route_heat.png
21 x 21 tiles, from black (low) to pale yellow (high), scaled to the fullest tile. Values are wire area over tile area, all layers added.
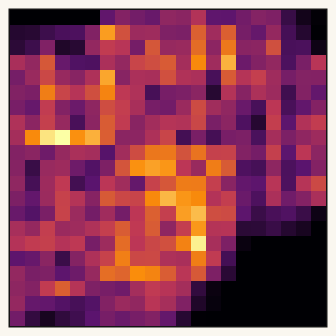
gates.png
Bar = 20 µm.
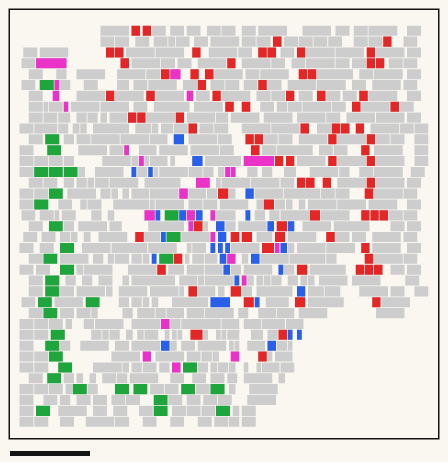
clock_wires.png
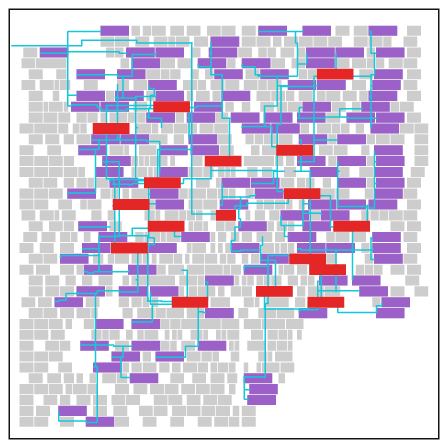
placed.png
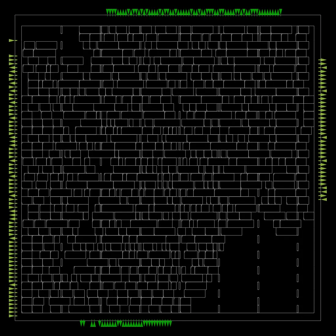
Design flash_read_channel_flat, sky130hd; sources not shown.
==> results_dict.tcl <==
# implementation run metrics
set metrics [dict create \
    cp_slowest_cell "clkdlybuf4s50_1" \
    synthMuxAreaShare_pct 7.15 \
    tightestPinTransition_ns 0.939 \
    swShare_pct 40.8 \
    fin_tns_setup_ns 0 \
    n_clock_buffer 17 \
    combPwrFrac_pct 39.4 \
    min_period_ns 2.87 \
    post_cts_buffers 0 \
    warning_count 30 \
    place_area_um2 7040 \
    rsz0062_at_grt "false" \
    worstSetupEndpointType "primary output" \
    dp_hpwl_mm 9.82 \
    portBuffers 204 \
    hold_buffers 0 \
    yosysWarnings 0 \
    slew_violations 0 \
    grt_max_degree 72 \
    synth-cells-yosys 486 \
    numPlacedInstances 799 \
    clk_share_pct 7.70 \
    utilization_pct 73.9 \
    grt_pass1_wl_mm 21.6 \
    min_path_type "reg2reg" \
    synth-area-yosys_um2 4900 \
    cts-root-buf "clkbuf_8" \
    cts_made_buffers 17 \
    diodes 0 \
    slowest_delay_ns 0.84 \
    regArea_um2 2460 \
    area_leaders "dfxtp_1, mux2i_1, ha_1" \
    outcome "finished clean" \
    setup_viol 0 \
    ff_type "dfxtp_1" \
    viasPerCell 5.44 \
    die_x_um 107 \
    p_leak_nw 2.98 \
    power.internal_mw 2.35 \
    area_dominant_class "flip-flops and latches" \
    power_frac_seq_pct 30.9 \
    tritoncts "done" \
    cpMostUsedCell "inv_1" \
    mi_logic_area_um2 2240 \
    ir_drop_mv 0.620 \
    worst_slack_ns 2.23 \
    synthArstFlopShare_pct 0 \
    cts_max_path_buffers 2 \
    synth-edff-count 0 \
    syn_area_per_cell_um2 10.1 \
    synthAoiAreaFrac_pct 15.1 \
    xor_area_share_pct 0 \
    combinationalPower_mw 1.56 \
]
Back to the opening pictures, route_heat.png:
fullest tile = 0.53
mean over tiles = 0.19
densest ninth of the die = center
nearly empty tiles = 11%
Detailed Route WL: 13.8 mm
via count: 4519
Total GRT Usage: 23.9%
Avg WL per Cell: 16.6 µm

Back to the opening pictures, gates.png:
magenta -> nor cells  # cells 25, most used nor2_1
red -> and/or cells  # cells 85
blue -> nand cells  # cells 31, most used nand2_1
green -> mux cells  # cells 35, most used mux2i_1
Non-Filler Instances: 831
most frequent logic cell in the layout: clkdlybuf4s50_1

Back to the opening pictures, clock_wires.png:
red -> clock-net drivers  # count 17
purple -> flip-flops  # count 123
cyan -> clock wires  # length 1480 µm
routed clock nets = 18
Clock Power: 1.18 mW
Insertion Delay late pin: 0.52 ns
Clock Skews: 0.0130 ns
Clock Power Share: 29.7%

Back to the opening pictures, placed.png:
Fillers: 705
# Taps: 136
core area: 10300 µm²
Seq area share: 32.3%
row count: 37

==> layer usage <==
metal	GRT usage (%)	part of all wire, %
met1	27.0	40
met2	42.9	52
met3	5.90	6.4
met4	9.18	1.7
met5	0	0
==> worst max-delay path: cells and delay by family, from the launching register on <==
family                     cells  cell delay [ns]
buffers and inverters          3             1.16
DFF                            1             0.39
adders and majority gates      1             0.29
==> cell usage after synthesis, types with 7 or more instances <==
cell      number
and2_1        33
nand3_1        7
nand2_1       14
mux2i_1       35
clkbuf_1      23
a211oi_1      34
o31ai_1        9
a21oi_1       48
dfxtp_1      123
buf_2          7
ha_1          21
and3_1        33
inv_1         22
nor2_1        11
nor4_1         7
or4_1         10
nand4_1        7
Power and IR drop assume default switching activity.
